The metal 1 layer:
Scale bar: 50 µm. Supply wires on this layer in gray.
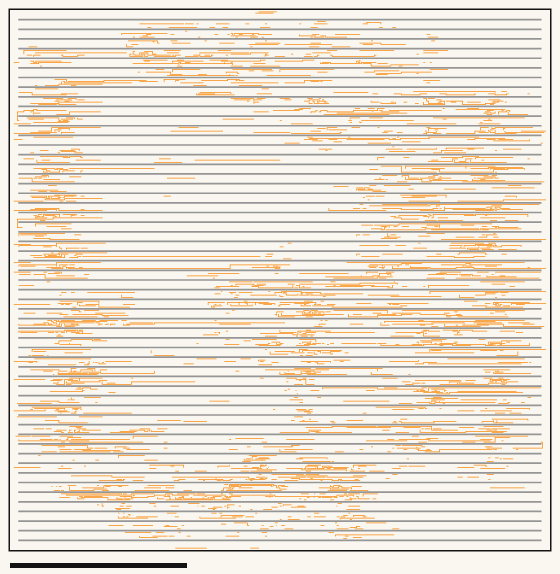
Signal wires on met2:
Scale bar: 50 µm.
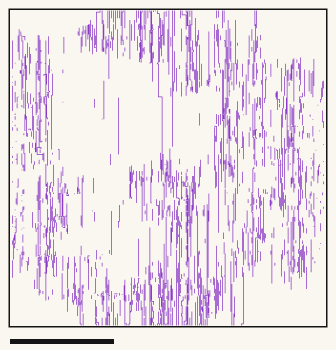
## src/rtl/mmio_master.sv

```systemverilog
// mmio_master: single-outstanding MMIO bus initiator.
// A command is taken on a valid/ready channel, exactly one read or write cycle
// is run on the MMIO bus, and the result comes back on a valid/ready channel.
// Optional feature macro: MMIO_POLL_EN. When it is defined, op 10 repeatedly
// reads an address until a masked compare matches or POLL_MAX reads have
// missed. When it is undefined, op 10 is handled as a reserved op.
// All outputs are registered. Bus fields are loaded on the command-accept edge,
// so the first bus cycle lines up with the ACCESS state.
module mmio_master #(
  parameter int unsigned RD_LATENCY = 1,
  parameter logic [31:0] IDLE_ADDR  = 32'hFFFF_FFFC,
  parameter logic [15:0] POLL_MAX   = 16'd1000
) (
  input  logic        clk,
  input  logic        rst,
  input  logic        cmd_i_valid,
  output logic        cmd_o_ready,
  input  logic [1:0]  cmd_i_op,
  input  logic [31:0] cmd_i_addr,
  input  logic [31:0] cmd_i_wdata,
  input  logic [3:0]  cmd_i_wmask,
  input  logic [31:0] cmd_i_mask,
  output logic        rsp_o_valid,
  input  logic        rsp_i_ready,
  output logic [31:0] rsp_o_rdata,
  output logic        rsp_o_err,
  output logic [31:0] mmio_o_addr,
  output logic [3:0]  mmio_o_wmask,
  output logic [31:0] mmio_o_wdata,
  input  logic [31:0] mmio_i_rdata,
  output logic        busy
);

  localparam logic [1:0] OP_RD   = 2'b00;
  localparam logic [1:0] OP_WR   = 2'b01;
  localparam logic [1:0] OP_POLL = 2'b10;
  localparam logic [2:0] RD_LAT  = 3'(RD_LATENCY);

  typedef enum logic [2:0] {S_IDLE, S_ACCESS, S_WAIT, S_RESP, S_GAP} state_t;

  state_t      state_q, state_d;
  logic [1:0]  op_q, op_d;
  logic [31:0] addr_q, addr_d;
  logic [31:0] wdata_q, wdata_d;
  logic [2:0]  wait_cnt_q, wait_cnt_d;
  logic        cmd_ready_q, cmd_ready_d;
  logic        rsp_valid_q, rsp_valid_d;
  logic [31:0] rsp_rdata_q, rsp_rdata_d;
  logic        rsp_err_q, rsp_err_d;
  logic [31:0] bus_addr_q, bus_addr_d;
  logic [3:0]  bus_wmask_q, bus_wmask_d;
  logic [31:0] bus_wdata_q, bus_wdata_d;
  logic        busy_q, busy_d;
  logic        read_done;
  logic        op_ok;

`ifdef MMIO_POLL_EN
  logic [31:0] mask_q, mask_d;
  logic [15:0] poll_cnt_q, poll_cnt_d;
  logic [15:0] poll_cnt_n;
  logic        poll_match;
`else
  // Poll inputs and limit have no function in this build.
  logic unused_poll;
  assign unused_poll = ^{cmd_i_mask, POLL_MAX};
`endif

  // Next-state, bus and response computation.
  always_comb begin
    state_d     = state_q;
    op_d        = op_q;
    addr_d      = addr_q;
    wdata_d     = wdata_q;
    wait_cnt_d  = wait_cnt_q;
    rsp_valid_d = rsp_valid_q;
    rsp_rdata_d = rsp_rdata_q;
    rsp_err_d   = rsp_err_q;
    bus_addr_d  = bus_addr_q;
    bus_wmask_d = bus_wmask_q;
    bus_wdata_d = bus_wdata_q;
    read_done   = 1'b0;
`ifdef MMIO_POLL_EN
    mask_d      = mask_q;
    poll_cnt_d  = poll_cnt_q;
    poll_cnt_n  = poll_cnt_q + 16'd1;
    poll_match  = ((mmio_i_rdata ^ wdata_q) & mask_q) == 32'h0;
    op_ok       = (cmd_i_op != 2'b11);
`else
    op_ok       = (cmd_i_op == OP_RD) || (cmd_i_op == OP_WR);
`endif

    case (state_q)
      S_IDLE: begin
        if (cmd_ready_q && cmd_i_valid) begin
          op_d    = cmd_i_op;
          addr_d  = cmd_i_addr;
          wdata_d = cmd_i_wdata;
`ifdef MMIO_POLL_EN
          mask_d     = cmd_i_mask;
          poll_cnt_d = 16'd0;
`endif
          if (op_ok) begin
            state_d     = S_ACCESS;
            bus_addr_d  = cmd_i_addr;
            bus_wmask_d = (cmd_i_op == OP_WR) ? cmd_i_wmask : 4'h0;
            bus_wdata_d = (cmd_i_op == OP_WR) ? cmd_i_wdata : 32'h0;
          end else begin
            // Unsupported op: answer at once, bus stays parked.
            state_d     = S_RESP;
            rsp_valid_d = 1'b1;
            rsp_err_d   = 1'b1;
            rsp_rdata_d = 32'h0;
          end
        end
      end
      S_ACCESS: begin
        if (op_q == OP_WR) begin
          state_d     = S_RESP;
          rsp_valid_d = 1'b1;
          rsp_err_d   = 1'b0;
          rsp_rdata_d = 32'h0;
          bus_addr_d  = IDLE_ADDR;
          bus_wmask_d = 4'h0;
          bus_wdata_d = 32'h0;
        end else if (RD_LAT == 3'd0) begin
          read_done = 1'b1;
        end else begin
          state_d    = S_WAIT;
          wait_cnt_d = 3'd1;
        end
      end
      S_WAIT: begin
        if (wait_cnt_q == RD_LAT) read_done = 1'b1;
        else wait_cnt_d = wait_cnt_q + 3'd1;
      end
      S_RESP: begin
        if (rsp_i_ready) begin
          state_d     = S_IDLE;
          rsp_valid_d = 1'b0;
        end
      end
      S_GAP: begin
        // Re-launch the poll read after one parked cycle.
        state_d    = S_ACCESS;
        bus_addr_d = addr_q;
      end
      default: state_d = S_IDLE;
    endcase

    // Last cycle of a read: capture data and park the bus.
    if (read_done) begin
      bus_addr_d  = IDLE_ADDR;
      bus_wmask_d = 4'h0;
      bus_wdata_d = 32'h0;
      rsp_rdata_d = mmio_i_rdata;
      rsp_err_d   = 1'b0;
      state_d     = S_RESP;
      rsp_valid_d = 1'b1;
`ifdef MMIO_POLL_EN
      if (op_q == OP_POLL) begin
        poll_cnt_d = poll_cnt_n;
        if (!poll_match) begin
          if (poll_cnt_n == POLL_MAX) begin
            rsp_err_d = 1'b1;
          end else begin
            state_d     = S_GAP;
            rsp_valid_d = 1'b0;
          end
        end
      end
`endif
    end

    cmd_ready_d = (state_d == S_IDLE);
    busy_d      = (state_d != S_IDLE);
  end

  // State and registered outputs; reset drops any in-flight command.
  always_ff @(posedge clk or negedge rst) begin
    if (!rst) begin
      state_q     <= S_IDLE;
      op_q        <= OP_RD;
      addr_q      <= 32'h0;
      wdata_q     <= 32'h0;
      wait_cnt_q  <= 3'd0;
      cmd_ready_q <= 1'b0;
      rsp_valid_q <= 1'b0;
      rsp_rdata_q <= 32'h0;
      rsp_err_q   <= 1'b0;
      bus_addr_q  <= IDLE_ADDR;
      bus_wmask_q <= 4'h0;
      bus_wdata_q <= 32'h0;
      busy_q      <= 1'b0;
`ifdef MMIO_POLL_EN
      mask_q      <= 32'h0;
      poll_cnt_q  <= 16'd0;
`endif
    end else begin
      state_q     <= state_d;
      op_q        <= op_d;
      addr_q      <= addr_d;
      wdata_q     <= wdata_d;
      wait_cnt_q  <= wait_cnt_d;
      cmd_ready_q <= cmd_ready_d;
      rsp_valid_q <= rsp_valid_d;
      rsp_rdata_q <= rsp_rdata_d;
      rsp_err_q   <= rsp_err_d;
      bus_addr_q  <= bus_addr_d;
      bus_wmask_q <= bus_wmask_d;
      bus_wdata_q <= bus_wdata_d;
      busy_q      <= busy_d;
`ifdef MMIO_POLL_EN
      mask_q      <= mask_d;
      poll_cnt_q  <= poll_cnt_d;
`endif
    end
  end

  assign cmd_o_ready  = cmd_ready_q;
  assign rsp_o_valid  = rsp_valid_q;
  assign rsp_o_rdata  = rsp_rdata_q;
  assign rsp_o_err    = rsp_err_q;
  assign mmio_o_addr  = bus_addr_q;
  assign mmio_o_wmask = bus_wmask_q;
  assign mmio_o_wdata = bus_wdata_q;
  assign busy         = busy_q;

endmodule
```

## config.mk

```make
export PLATFORM = sky130hd
export DESIGN_NAME = mmio_master
export DESIGN_NICKNAME = d
export VERILOG_FILES = /design/src/rtl/mmio_master.sv
export SDC_FILE = /design/constraint.sdc
export NUM_CORES = 1
export LEC_CHECK = 0
export CAP_MARGIN = 15
export CORE_MARGIN = 2
export CORE_UTILIZATION = 30
export CTS_CLUSTER_SIZE = 12
export DETAILED_ROUTE_END_ITERATION = 8
export SYNTH_ARGS = -nofsm -noshare
export SYNTH_HDL_FRONTEND = slang
export SYNTH_SLANG_ARGS = --single-unit
```

## constraint.sdc

```tcl
create_clock -name clk -period 2.4 [get_ports clk]
set_clock_uncertainty 0.15 [all_clocks]
set_input_delay 0.48 -clock clk [delete_from_list [all_inputs] [get_ports clk]]
set_output_delay 0.48 -clock clk [all_outputs]
set_load 0.02 [all_outputs]
```

==> impl_metrics.toml <==
# synthesis and place-and-route metrics
[yosys]
synth_nets = 654
async_flop_share = 1.00
yosys_register_bits = 144
synth.cellmix.simpleShare = 0.0277
yosysWarnings = 0
ys_sh_aoi = 0.171
ys_cells = 514
ys.flop_type = "dfrtp_1"
synth.cell_area_mm2 = 0.00660
synthMuxAreaShare = 0.181
syn_inst = 514
synth-edff-count = 0
area_leaders = "dfrtp_1 43%, dfstp_2 12%, mux2_4 6.8%, mux2_2 6.1%, mux2i_1 5.2%"
ys_sh_xor = 0.00133
synth.most_common_cell = "dfrtp_1"
ys_top_logic_family = "multiplexers"
synth_cell_types = 46
yosys_area_mm2 = 0.00660
common_cells = "114 x dfrtp_1, 45 x inv_1, 38 x o21ai_0"
synth_top_area_share = 0.432
ys_seq_frac = 0.552
top_area_cell = "dfrtp_1"
synthAdderAreaFrac = 0.00379
avgSynthCellArea_um2 = 12.8

[clock_network]
cts_hold_buf = 1
cts_buffers = 17
clock_path_buffers = 2
clkTransAtPathRegs_ps = 60
root_buffer = "clkbuf_16"
ctsResizeCount = 0
post-cts-setup-buffer-count = 0
h-tree-depth = 4
clock_sinks = 144
clock_latency_ps = 410
cts_tree = "done"

[global_routing]
grt_pass1_vias = 5111
track_usage = 0.145
met1_usage = 0.193
grt_pass1_wl_mm = 27.2
gr-usage-met3 = 0.0364
antenna_found_initial = 0
gr-max-usage-layer = "met2"
overflow = 0
grt.met2_usage = 0.235
grt_max_degree = 76

[final_timing]
fin_ws_ps = 201
post-route-period-util = 0.916
finalSetupTns_ps = 0
hold_slack_ps = 351
setup_viol = 0
grt_setup_unrepaired = "false"
finalHoldViolCount = 0
finalWorstPathRequiredPeriod_ps = 2200
slew_viol_final = 0
fmax_mhz = 455

[detailed_routing]
vias_per_cell = 4.80
ant_nets = 0
wl_met2_mm = 7.86
detail_route.drc_violations = 0
first_pass_iters = 6
drt_wl_total_mm = 16.8
top_layer = "met4"
wl_met1_mm = 7.80
drt-initial-drc-count = 199
vias = 4875
wl_met3_mm = 1.02
wire_per_inst_um = 16.5

[power]
p_leak_nw = 4.34
power_w = 0.0133
vdd_drop_max_mv = 0.506
pwr_density_cell_mw_per_mm2 = 1370

[worst_setup_path]
arrival_ps = 1570
slowest_delay_ps = 620
path_class = "reg2out"
path_max_fanout = 2
path_delay_family = "buffers and inverters"
slowest_stage = "clkdlybuf4s50_1"
startpoint_type = "flip-flop"
worstSetupEndpointType = "primary output"
worstPathCellList = "clkdlybuf4s50_1"
cp.buffers_inverters = 1
worstPathRequired_ps = 1770

[floorplan]
pin_count = 242
die-area_mm2 = 0.0232
die_h_um = 152
initCoreUtil = 0.304
core_mm2 = 0.0217
dieWidth_um = 152
rows = 54

[layout]
final_area_mm2 = 0.00972
diodes = 0
nets = 863
syn2layout_area_growth_pct = 47.3
fin_cells = 1016
fin_util = 0.448
drive_gt1_frac = 0.213
fillers = 1943

[placed_design]
portBuffers = 209
dp_slack_ps = 63.0
routabilityCongestion = 0.774
placed_area_mm2 = 0.00908
dp.cells = 983
hpwlAfterDp_mm = 11.5

[run]
max_cap_violations = 0
tool_warnings = 59

[run_status]
status = "completed"

[hold_path]
min_path_type = "reg2reg"
-- 'the metal 1 layer' (at the start) --
- share of all routed wire: 46%
- nets with wire on the layer: 725
- longest straight run: 50.1 µm
- wire length on this layer: 7,800 µm

-- 'signal wires on met2' (at the start) --
- longest straight run: 65.4 µm
- main direction: vertical

[where the power goes]
group          internal [W]  switching [W]
clock network       0.00182        0.00102
registers           0.00366       0.000614
logic               0.00332        0.00287
[cell families after synthesis]
kind of cell | Yosys count
buffers and inverters | 88
AND/OR/NAND/NOR | 29
multiplexers | 100
flip-flops | 144
other | 1
XOR/XNOR | 1
AND-OR/OR-AND | 149
adder cells (fa/ha/maj) | 2
[cell type report]
| cell class | instances | area, µm² | share of cell area |
|---|---|---|---|
| Clock inverter | 10 | 160 | 0.0165 |
| Tap cell | 280 | 350 | 0.0360 |
| Sequential cell | 144 | 3640 | 0.375 |
| Multi-Input combinational cell | 282 | 2550 | 0.262 |
| Timing Repair Buffer | 233 | 2380 | 0.244 |
| Clock buffer | 22 | 474 | 0.0488 |
| Inverter | 45 | 169 | 0.0174 |
[placed cells by master (no fill, tap or decap), types with 15 or more instances in the layout]
cell type | Yosys | final
a22o_1 | 33 | 33
a2bb2oi_1 | 30 | 30
buf_4 | 1 | 15
clkbuf_16 | 0 | 17
clkdlybuf4s50_1 | 0 | 208
dfrtp_1 | 114 | 114
dfstp_2 | 30 | 30
inv_1 | 45 | 45
mux2_2 | 36 | 36
mux2_4 | 30 | 30
mux2i_1 | 34 | 34
o21ai_0 | 38 | 38
o31ai_1 | 36 | 36
[final timing paths]
kind,slack [ps],cells past startpoint,endpoint,from
setup / recovery,200,1,mmio_o_addr[16],mmio_o_addr[16]
hold / removal,350,1,rsp_o_rdata[26],rsp_o_rdata[26]
setup reg to reg,200,7,mmio_o_addr[20],wait_cnt_q[1]
hold reg to reg,350,1,rsp_o_rdata[26],rsp_o_rdata[26]
max in group asynchronous,1220,3,mmio_o_addr[21],rst
min in group asynchronous,470,3,addr_q[28],rst
Power is estimated from default activity; no workload was simulated.
